**src/rtl/mod_arith_pkg.sv**
```systemverilog
// Shared definitions for the residue-arithmetic datapaths.
// Used by the modular subtractor and the modular adder.
package mod_arith_pkg;

    localparam int unsigned DEFAULT_WIDTH = 7;

    // One in-flight beat: the working difference, the wrap flag, the range error
    // and the K value that was current when the beat was accepted.
    typedef struct packed {
        logic [DEFAULT_WIDTH-1:0] diff;
        logic                     wrap;
        logic                     err;
        logic [DEFAULT_WIDTH-1:0] k;
    } beat_t;

    // Modulus implied by a K encoding: M = 2^n - K.
    function automatic logic [DEFAULT_WIDTH:0] modulus_of(input logic [DEFAULT_WIDTH-1:0] k);
        logic [DEFAULT_WIDTH:0] pow2;
        pow2 = (DEFAULT_WIDTH+1)'(1) << DEFAULT_WIDTH;
        return pow2 - {1'b0, k};
    endfunction

endpackage

```
**src/rtl/prefix_carry_core.sv**
```systemverilog
// Combinational n-bit parallel-prefix (Kogge-Stone g/p) adder with carry-in and carry-out.
module prefix_carry_core #(
    parameter int unsigned WIDTH = 7
) (
    input  logic [WIDTH-1:0] a_i,
    input  logic [WIDTH-1:0] b_i,
    input  logic             cin_i,
    output logic [WIDTH-1:0] sum_o,
    output logic             cout_o
);

    logic [WIDTH-1:0] g_cur;
    logic [WIDTH-1:0] p_cur;
    logic [WIDTH-1:0] g_nxt;
    logic [WIDTH-1:0] p_nxt;
    logic [WIDTH-1:0] p_bit;

    // Prefix tree: carry-in is folded into bit 0 so g_cur[i] becomes the carry out of bit i.
    always_comb begin
        p_bit    = a_i ^ b_i;
        g_cur    = a_i & b_i;
        p_cur    = p_bit;
        g_cur[0] = g_cur[0] | (p_cur[0] & cin_i);
        g_nxt    = g_cur;
        p_nxt    = p_cur;
        for (int d = 1; d < int'(WIDTH); d = d * 2) begin
            g_nxt = g_cur;
            p_nxt = p_cur;
            for (int i = d; i < int'(WIDTH); i++) begin
                g_nxt[i] = g_cur[i] | (p_cur[i] & g_cur[i-d]);
                p_nxt[i] = p_cur[i] & p_cur[i-d];
            end
            g_cur = g_nxt;
            p_cur = p_nxt;
        end
        sum_o  = p_bit ^ {g_cur[WIDTH-2:0], cin_i};
        cout_o = g_cur[WIDTH-1];
    end

endmodule

```
**src/rtl/mod_sub_pipe.sv**
```systemverilog
// Two-stage pipelined modular subtractor: (A - B) mod (2^n - K) with a valid/ready stream.
// Optional operand range check compiled in with MODSUB_RANGE_CHECK_EN.
module mod_sub_pipe
    import mod_arith_pkg::*;
#(
    parameter int unsigned WIDTH = DEFAULT_WIDTH
) (
    input  logic             clk,
    input  logic             rst_n,
    input  logic             k_load,
    input  logic [WIDTH-1:0] k_in,
    input  logic             in_valid,
    output logic             in_ready,
    input  logic [WIDTH-1:0] a_in,
    input  logic [WIDTH-1:0] b_in,
    output logic             out_valid,
    input  logic             out_ready,
    output logic [WIDTH-1:0] diff_out,
    output logic             out_wrap,
    output logic             out_err
);

    logic [WIDTH-1:0] k_q, k_d;
    logic             s1_valid_q, s1_valid_d;
    beat_t            s1_q, s1_d;
    logic             s2_valid_q, s2_valid_d;
    logic [WIDTH-1:0] diff_q, diff_d;
    logic             wrap_q, wrap_d;
    logic             err_q, err_d;

    logic             s2_free;
    logic             accept;
    logic [WIDTH-1:0] d0_sum;
    logic             d0_cout;
    logic [WIDTH-1:0] d1_sum;
    logic             d1_cout_unused;
    logic             range_err;

    // D0 = A + ~B + 1; carry-out set means A >= B.
    prefix_carry_core #(.WIDTH(WIDTH)) u_d0 (
        .a_i    (a_in),
        .b_i    (~b_in),
        .cin_i  (1'b1),
        .sum_o  (d0_sum),
        .cout_o (d0_cout)
    );

    // D1 = D0 - K using the K snapshot carried by the stage-1 beat.
    prefix_carry_core #(.WIDTH(WIDTH)) u_d1 (
        .a_i    (s1_q.diff),
        .b_i    (~s1_q.k),
        .cin_i  (1'b1),
        .sum_o  (d1_sum),
        .cout_o (d1_cout_unused)
    );

`ifdef MODSUB_RANGE_CHECK_EN
    logic [WIDTH-1:0] rc_a_sum_unused;
    logic [WIDTH-1:0] rc_b_sum_unused;
    logic             rc_a_cout;
    logic             rc_b_cout;

    // X + K overflows 2^n exactly when X >= M.
    prefix_carry_core #(.WIDTH(WIDTH)) u_rc_a (
        .a_i    (a_in),
        .b_i    (k_q),
        .cin_i  (1'b0),
        .sum_o  (rc_a_sum_unused),
        .cout_o (rc_a_cout)
    );

    prefix_carry_core #(.WIDTH(WIDTH)) u_rc_b (
        .a_i    (b_in),
        .b_i    (k_q),
        .cin_i  (1'b0),
        .sum_o  (rc_b_sum_unused),
        .cout_o (rc_b_cout)
    );

    assign range_err = rc_a_cout | rc_b_cout;
`else
    assign range_err = 1'b0;
`endif

    // Handshake: a stage moves when the stage after it is empty or draining.
    assign s2_free  = !s2_valid_q || out_ready;
    assign in_ready = !k_load && (!s1_valid_q || s2_free);
    assign accept   = in_valid && in_ready;

    // Next-state for K register and both pipeline stages.
    always_comb begin
        k_d        = k_q;
        s1_valid_d = s1_valid_q;
        s1_d       = s1_q;
        s2_valid_d = s2_valid_q;
        diff_d     = diff_q;
        wrap_d     = wrap_q;
        err_d      = err_q;

        if (k_load) begin
            k_d = k_in;
        end

        if (accept) begin
            s1_valid_d = 1'b1;
            s1_d.diff  = d0_sum;
            s1_d.wrap  = ~d0_cout;
            s1_d.err   = range_err;
            s1_d.k     = k_q;
        end else if (s1_valid_q && s2_free) begin
            s1_valid_d = 1'b0;
        end

        if (s2_free) begin
            s2_valid_d = s1_valid_q;
            if (s1_valid_q) begin
                diff_d = s1_q.wrap ? d1_sum : s1_q.diff;
                wrap_d = s1_q.wrap;
                err_d  = s1_q.err;
            end
        end
    end

    // State registers; reset flushes both stages and restores K = 0.
    always_ff @(posedge clk or negedge rst_n) begin
        if (!rst_n) begin
            k_q        <= '0;
            s1_valid_q <= 1'b0;
            s1_q       <= '0;
            s2_valid_q <= 1'b0;
            diff_q     <= '0;
            wrap_q     <= 1'b0;
            err_q      <= 1'b0;
        end else begin
            k_q        <= k_d;
            s1_valid_q <= s1_valid_d;
            s1_q       <= s1_d;
            s2_valid_q <= s2_valid_d;
            diff_q     <= diff_d;
            wrap_q     <= wrap_d;
            err_q      <= err_d;
        end
    end

    assign out_valid = s2_valid_q;
    assign diff_out  = diff_q;
    assign out_wrap  = wrap_q;
    assign out_err   = err_q;

endmodule

```
**config.mk**
```make
export PLATFORM = sky130hd
export DESIGN_NAME = mod_sub_pipe
export DESIGN_NICKNAME = d
export VERILOG_FILES = /design/src/rtl/mod_arith_pkg.sv /design/src/rtl/prefix_carry_core.sv /design/src/rtl/mod_sub_pipe.sv
export SDC_FILE = /design/constraint.sdc
export NUM_CORES = 1
export LEC_CHECK = 0
export CORE_MARGIN = 3
export CORE_UTILIZATION = 55
export CTS_CLUSTER_SIZE = 28
export DETAILED_ROUTE_END_ITERATION = 8
export GPL_TIMING_DRIVEN = 0
export PLACE_DENSITY = 0.92
export SETUP_SLACK_MARGIN = 0.1
export SLEW_MARGIN = 10
export SYNTH_ARGS = -nofsm -noshare
export SYNTH_HDL_FRONTEND = slang
export SYNTH_SLANG_ARGS = --single-unit
```
**constraint.sdc**
```tcl
create_clock -name clk -period 5.5 [get_ports clk]
set_clock_uncertainty 0.15 [all_clocks]
set_input_delay 1.65 -clock clk [delete_from_list [all_inputs] [get_ports clk]]
set_output_delay 1.65 -clock clk [all_outputs]
set_load 0.02 [all_outputs]
```
Figure 1. Port wiring.
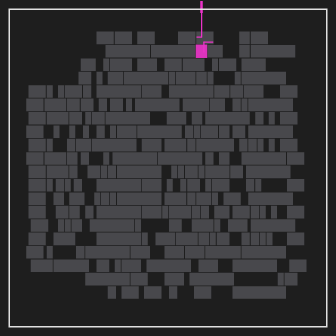
| port | colour | bits | direction | end cells | buffers | wire |
|---|---|---|---|---|---|---|
| in_valid | magenta | 1 | input | 1 | 1 | 10.0 um |
Ports: 37
I/O Buffers: 34

Figure 2. Placement density heat map.
The die is cut into 6 by 6 equal tiles; white is low, dark blue is high, 0 to 100% covered.
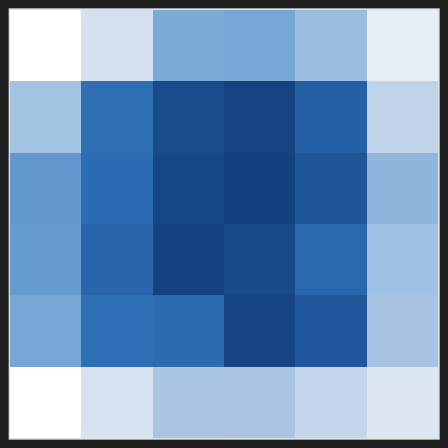
nearly empty tiles: 5.6%
mean over tiles: 55%
fullest tile: 93%
densest ninth of the die: centre
post-layout util: 0.744
fp util: 0.594

Figure 3. Signal wires on met1.
Supply wires on this layer in grey.
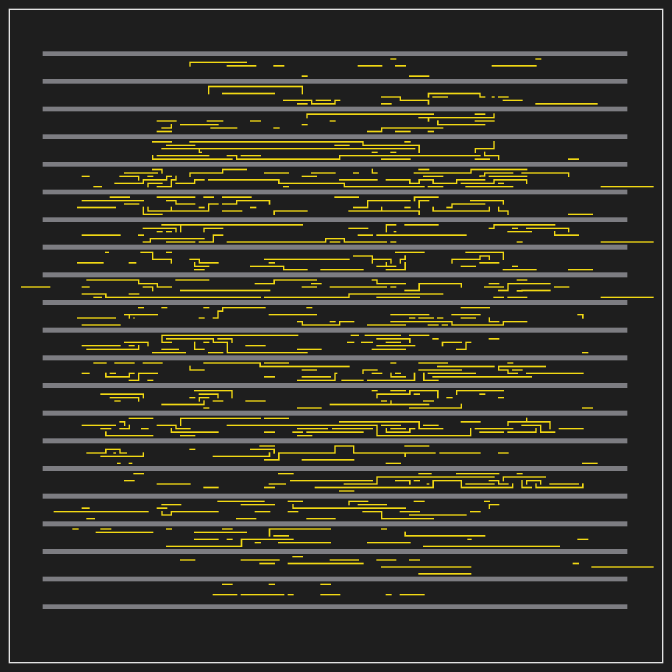
main direction: horizontal
wire length on this layer: 1450 um
WL final: 3.24 mm
met1 Resource Use GR: 0.213
via count: 1381

Figure 4. Congestion heat map.
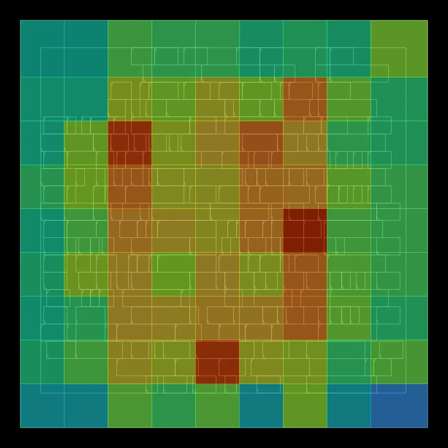
DR WL/cell: 12.2 um
GR met3 Demand/Resource: 0.0316
GRT Total Usage: 0.175

==> summary.txt <==
fresh numbers from the pnr run: status finished, final reports clean, clock buffer depth 2, Placed Instance Area 2250 um^2, DIE WIDTH 64.1 um, Tmin final 4.80 ns, top logic cells by instance count in the layout 33 x clkdlybuf4s50_1, 32 x dfrtp_1, 21 x nand2_1, Setup crit start kind input pin, post-synth top area share 0.431, share of layout cells above drive strength 1 0.154, Fillers 225, Tool Warnings 26, DRC Markers 0, Slew @ Worst Pin 0.681 ns, clk latency late pin 0.33 ns, Finish-stage setup viols 0, Synthesized Nets 220, RSZ-0062 raised after global routing false, dpl hpwl 2.62 mm, CP max-delay cell clkdlybuf4s50_1, Hold Crit Depth 2, MaxCap Viol Count 0, # clock sinks 32, Most common cell on crit path clkdlybuf4s50_1, CP Max Fanout 2, Mapped Avg Cell Area 10.4 um^2, Cell Count, Final, Fillers Out 265, Core Rows 20, Synth Register Bits 32, crit path cell chain clkdlybuf4s50_1, nor2b_4, a21oi_2, clkdlybuf4s50_1, top routing layer in use met4, met3 WL 129 um, yosys cell count 179, mapped cell area 1860 um^2, FFs w/ async S/R, synth 1.00, PwrDens 358 nW/um^2, setup_tns 0 ns, Hold Crit Start diff_out[2], HP Class flop to flop, routability congestion estimate from global placement 0.719, r2r setup slk 3.26 ns, Die Area 4110 um^2, total congestion overflow 0, post-layout period usage 0.873, Post-Place Setup Slack 0.687 ns, Crit path required time 3.70 ns, CTS clk-pin slew, worst paths 0.09 ns, Flop pwr share 0.392, initial antenna violation count 0, critical setup path kind input pin to primary output, leakage power figure 1.06 nW, total power 0.000834 W, CTS H-Tree Depth 2, Hold-fix buffers, CTS 0, Comb power frac 0.403, placed insts 257, first-pass GRT wire length 5.64 mm, FF-to-FF End diff_out[6], Synth cell types 39, total inserted antenna cells 0, Psw 0.000275 W, count leader, synth dfrtp_1, CTS tree done, cells on worst reg2reg path 8, Final Max Slew Viols 0, Post-Synthesis Cells 179, Core Area 3130 um^2, Post-CTS Resized 0, synthesis-to-finish area growth 25.1%, Post-CTS Setup Bufs 0, EDFF count, synth 0, switch share 0.330, wl on met1 1.45 mm, Internal 0.000559 W, final hold vios 0, CP endpoint kind primary output, Worst EP arrival 3.00 ns, largest net degree at the start of global routing 33, clock power share 0.205, r2r startpoint s1_q[0], cts bufs inserted 5
## power groups by stage
| stage | logic, W | registers (W) | clock network (W) |
|---|---|---|---|
| 2_1_floorplan | 0.000192 | 0.000358 | 0 |
| 3_3_place_gp | 0.000325 | 0.000329 | 0 |
| 3_5_place_dp | 0.000337 | 0.000332 | 0 |
| 4_1_cts | 0.000339 | 0.000327 | 0.000174 |
| 5_1_grt | 0.000367 | 0.000336 | 0.000188 |
| 6_report | 0.000336 | 0.000327 | 0.000171 |
## worst max-delay path: cells and delay by family
kind                   cells  cell delay, ns
AOI/OAI and AO/OA          1            0.16
and+or+nand+nor            1            0.06
buffers and inverters      2            1.14
## layer usage
layer,up-vias,global-route usage
met2,39,0.302
met4,0,0.0739
li1,697,-
met3,8,0.0316
met1,637,0.213
met5,-,0
## area by class of cell
type / count / area, um^2 / share of cell area
multi-input cells: 125 / 970 / 0.417
flip-flops and latches: 32 / 801 / 0.344
repair buffers: 34 / 335 / 0.144
inverters: 16 / 60.1 / 0.0258
well taps: 44 / 55.1 / 0.0237
clock buffers: 6 / 41.3 / 0.0178
clock inverters: 2 / 35.0 / 0.0151
plain buffers: 6 / 28.8 / 0.0124
## cells by family (layout without fill, tap and decap cells)
kind of cell | count (synthesis) | in the layout | synth area share
adders and majority gates | 15 | 15 | 0.109
muxes | 21 | 21 | 0.124
AOI/OAI and AO/OA | 35 | 35 | 0.127
and+or+nand+nor | 49 | 49 | 0.141
other | 1 | 1 | 0.00202
buffers and inverters | 22 | 64 | 0.0478
xor gates and xnor gates | 4 | 4 | 0.0188
DFF | 32 | 32 | 0.431
## flip-flops by register name, indices dropped and copies added, names as in the netlist
register,flops
diff_out,7
s1_valid_q,1
out_valid,1
s1_q,15
k_q,7
out_wrap,1
No activity file was given, so power comes from the tool's default toggle rates.
